--- src/rtl/imem_loader.sv ---
// imem_loader: framed byte-stream loader that fills instruction memory and releases the core on a good checksum
module imem_loader #(
  parameter int DEPTH  = 256,
  parameter int ADDR_W = 8
) (
  input  logic              clk_i,
  input  logic              rst_ni,
  input  logic              rx_valid_i,
  input  logic [7:0]        rx_data_i,
  output logic              rx_ready_o,
  output logic              imem_we_o,
  output logic [ADDR_W-1:0] imem_addr_o,
  output logic [31:0]       imem_wdata_o,
  output logic              core_run_o,
  output logic              load_error_o,
  output logic [15:0]       words_loaded_o
);
  typedef enum logic [2:0] {S_LEN0, S_LEN1, S_DATA, S_CSUM, S_DONE, S_ERR} state_t;
  localparam logic [15:0] DEPTH_L = 16'(DEPTH);
  state_t            state_q, state_d;
  logic [15:0]       len_q, len_d, cnt_q, cnt_d, len_full;
  logic [7:0]        csum_q, csum_d;
  logic [1:0]        idx_q, idx_d;
  logic [23:0]       word_q, word_d;
  logic              we_q, we_d, acc;
  logic [ADDR_W-1:0] addr_q, addr_d;
  logic [31:0]       wdata_q, wdata_d;
  assign rx_ready_o     = state_q != S_DONE && state_q != S_ERR;
  assign acc            = rx_valid_i && rx_ready_o;
  assign len_full       = {rx_data_i, len_q[7:0]};
  assign imem_we_o      = we_q;
  assign imem_addr_o    = addr_q;
  assign imem_wdata_o   = wdata_q;
  assign core_run_o     = state_q == S_DONE;
  assign load_error_o   = state_q == S_ERR;
  assign words_loaded_o = cnt_q;
  always_comb begin
    state_d = state_q;
    len_d   = len_q;
    cnt_d   = cnt_q;
    csum_d  = csum_q;
    idx_d   = idx_q;
    word_d  = word_q;
    we_d    = 1'b0;
    addr_d  = addr_q;
    wdata_d = wdata_q;
    if (acc) begin
      csum_d = state_q == S_CSUM ? csum_q : csum_q ^ rx_data_i;
      case (state_q)
        S_LEN0: begin
          len_d[7:0] = rx_data_i;
          state_d    = S_LEN1;
        end
        S_LEN1: begin
          len_d[15:8] = rx_data_i;
          state_d     = len_full > DEPTH_L ? S_ERR : len_full == 16'd0 ? S_CSUM : S_DATA;
        end
        S_DATA: begin
          // bytes arrive LSB first, so shift down from the top of the assembly register
          idx_d  = idx_q + 2'd1;
          word_d = {rx_data_i, word_q[23:8]};
          if (idx_q == 2'd3) begin
            we_d    = 1'b1;
            addr_d  = cnt_q[ADDR_W-1:0];
            wdata_d = {rx_data_i, word_q};
            cnt_d   = cnt_q + 16'd1;
            state_d = cnt_d == len_q ? S_CSUM : S_DATA;
          end
        end
        S_CSUM: state_d = rx_data_i == csum_q ? S_DONE : S_ERR;
        default: ;
      endcase
    end
  end
  always_ff @(posedge clk_i or negedge rst_ni) begin
    if (!rst_ni) begin
      state_q <= S_LEN0;
      len_q   <= '0;
      cnt_q   <= '0;
      csum_q  <= '0;
      idx_q   <= '0;
      word_q  <= '0;
      we_q    <= 1'b0;
      addr_q  <= '0;
      wdata_q <= '0;
    end else begin
      state_q <= state_d;
      len_q   <= len_d;
      cnt_q   <= cnt_d;
      csum_q  <= csum_d;
      idx_q   <= idx_d;
      word_q  <= word_d;
      we_q    <= we_d;
      addr_q  <= addr_d;
      wdata_q <= wdata_d;
    end
  end
endmodule

--- config.mk ---
export PLATFORM = sky130hd
export DESIGN_NAME = imem_loader
export DESIGN_NICKNAME = d
export VERILOG_FILES = /design/src/rtl/imem_loader.sv
export SDC_FILE = /design/constraint.sdc
export NUM_CORES = 1
export LEC_CHECK = 0
export ABC_AREA = 1
export CORE_UTILIZATION = 50
export CTS_CLUSTER_DIAMETER = 200
export DETAILED_ROUTE_END_ITERATION = 10
export GPL_TIMING_DRIVEN = 1
export PLACE_DENSITY_LB_ADDON = 0.2
export SKIP_LAST_GASP = 1
export SLEW_MARGIN = 20
export SYNTH_ARGS = -nofsm -noshare
export SYNTH_HDL_FRONTEND = slang
export SYNTH_SLANG_ARGS = --single-unit
--- constraint.sdc ---
create_clock -name clk_i -period 2 [get_ports clk_i]
set_input_delay 0.6 -clock clk_i [delete_from_list [all_inputs] [get_ports clk_i]]
set_output_delay 0.6 -clock clk_i [all_outputs]
set_load 0.05 [all_outputs]
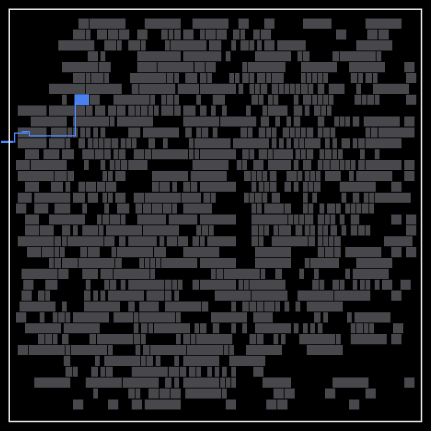
io_fan.png
(4 px per um)
| port | color | direction | edge | end cells | wire |
|---|---|---|---|---|---|
| `load_error_o` | blue | output | left | 1 | 29.1 um |

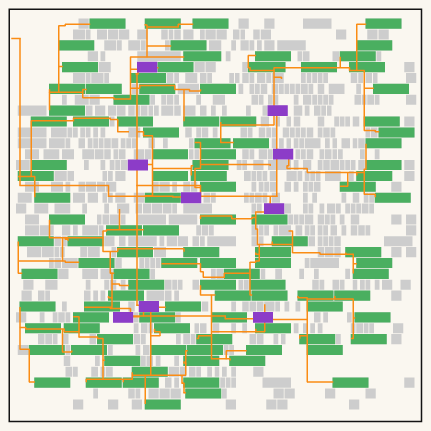
clk_routes.png
(4 px per um)
[clock drivers] purple | count: 9
[flip-flops] green | count: 110
[clock wires] orange | length: 1190 um
flops lie: widely spread

==> changes_impl.md <==
## Flow update

- Vias in the first global route: 3840
- P&R area growth vs syn: 22.34%
- Commonest flop: dfrtp_1
- N_diodes: 0
- Top-count cell post-synth: nand2_1
- Arr. time, crit path: 1340 ps
- Max Fclk: 0.5160 GHz
- Worst rel slew slack: 0.7167
- Final ANT Viol Nets: 0
- CP max stage cell: dfrtp_1
- Die ar.: 10540 sq um
- Placed cell count: between 800 and 900
- Num Clock Sinks: approximately 110
- CTS HTree Levels: 3
- Endpoints failing setup: 0
- CP bufs+invs: 2
- EDFF count, synth: 0
- Vias per cell: 5.055
- Ports: around 71
- Initial antenna violation count: 0
- Chip Area, Yosys: between 5000 and 6000 sq um
- Cell family with most CP delay: flip-flops
- IO Port Bufs: 70
- Comb power frac: 0.156
- Status: finished clean
- Sequential fraction of the synthesis area: 0.5431
- Clock group total power: about 1.4 mW
- Internal power: 3.246 mW
- Yosys top cell by area: dfrtp_1
- Die extent in x: 102.7 um
- Max Cap Viol: 0
- Average wire per cell in the routed design: roughly 14 um
- Synth area leaders: dfrtp_1 54%, nand2_1 15%, o21ai_0 5.2%
- Fin. Hold Viols: 0
- Nets: 694
- Start point of the critical path: state_q[1]$_DFFE_PN0P_
- GRT overflow: 0
- Yosys cell count: 595
- HPWL Detailed: 8377 um
- Root Buffer: clkbuf_8
- Final Cell Area: 6201 sq um
- Clock buffer depth: 2
- Sw frac: 0.2972
- Die Height: 102.7 um
- First drt pass iteration count: 5
- Final Skew: 13.87 ps
- CP Launch Type: flip-flop
- Ys Warns: 0
- Clock power share: 0.307
- DRC Markers: 0
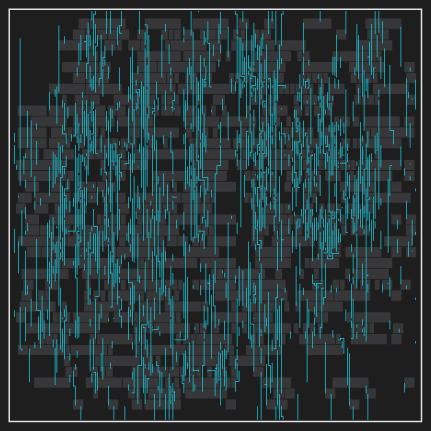
layer_met2.png
(4 px per um) Cells faint in the background.
main direction: vertical
longest straight run: 38.1 um
share of all routed wire: 48%
wire length on this layer: 5320 um

final timing paths:
| kind | endpoint | slack [ps] | cells past startpoint |
|---|---|---|---|
| worst min-delay path | imem_we_o$_DFF_PN0_ | 120 | 1 |
| max in group asynchronous | csum_q[0]$_DFFE_PN0P_ | 1310 | 2 |
| worst max register to register | state_q[0]$_DFFE_PN0P_ | 170 | 13 |
| worst max-delay path | core_run_o | 60 | 4 |
| worst min register to register | imem_wdata_o[2]$_DFFE_PN0P_ | 490 | 2 |
| min in group clk_i | imem_wdata_o[2]$_DFFE_PN0P_ | 490 | 2 |
placed cells by master (no fill, tap or decap), types with 2 or more instances in the layout:
cell type / Yosys / routed
a21oi_1: 2 / 2
buf_12: 0 / 11
buf_4: 1 / 73
clkbuf_8: 0 / 9
clkdlybuf4s50_1: 0 / 9
dfrtp_1: 110 / 108
dfrtp_2: 0 / 2
inv_1: 62 / 62
inv_2: 3 / 3
inv_4: 2 / 2
inv_6: 0 / 3
mux2_2: 6 / 6
nand2_1: 196 / 196
nand2_2: 2 / 2
nand3_1: 33 / 33
nand4_1: 10 / 10
nor2_1: 24 / 22
nor2_2: 7 / 6
nor2_4: 1 / 4
nor2_8: 2 / 2
o21ai_0: 53 / 53
o21ai_1: 35 / 35
o21ai_2: 7 / 7
xnor2_1: 3 / 3
xor2_1: 10 / 10
routing by layer:
layer  GRT usage  vias to the layer above  part of all wire
met4     0.09121                        0             0.020
met1      0.3219                     1929              0.46
met2      0.3615                      117              0.48
li1            -                     2074                 -
met3     0.03322                       20             0.039
met5           0                        -                 0
cell type report:
class                           instances  area [sq um]
Fill cell                             877          3618
Sequential cell                       110          2755
Multi-Input combinational cell        399          1947
Timing Repair Buffer                   93         858.3
Inverter                               68         261.5
Tap cell                              133         166.4
Clock buffer                            9         123.9
Clock inverter                          7         88.84
sequential cells by signal, summed over array words and instances (netlist names):
signal and count:
csum_q 8, idx_q 2, imem_addr_o 8, imem_wdata_o 32, imem_we_o 1, len_q 16
state_q 3, word_q 24, words_loaded_o 16
kinds of logic after synthesis:
family | after synthesis | share of synthesized area
AND/OR/NAND/NOR | 279 | 0.2338
multiplexers | 6 | 0.01333
flip-flops | 110 | 0.5431
buffers and inverters | 86 | 0.07825
XOR/XNOR | 13 | 0.02246
AND-OR/OR-AND | 99 | 0.1042
adder cells (fa/ha/maj) | 2 | 0.004936
per-stage QoR:
stage	setup TNS [ps]	hold slack [ps]	setup slack, ps	util	power (mW)
2_1_floorplan	0	304.4	42.76	-	2.960
3_3_place_gp	-64.70	456.7	-64.70	0.6067	3.210
3_5_place_dp	-843.5	462.9	-81.88	0.6067	3.247
4_1_cts	0	122.8	17.12	0.6293	4.647
5_1_grt	0	134.4	2.928	0.6315	4.825
6_report	0	117.4	62.01	0.6315	4.618
worst reg2reg max path: cells and delay by family (launching register included):
kind | cells | cell delay [ps]
AOI/OAI and AO/OA | 1 | 130
and+or+nand+nor | 11 | 1020
DFF | 1 | 380
adders and majority gates | 1 | 230
repair_timing:
action,4_1_cts,5_1_grt
gates cloned,0,0
resized,1,6
setup endpoints to repair,1,2
buffers inserted,1,0
Power figures rest on the tool's default switching activity, not on a simulated workload.
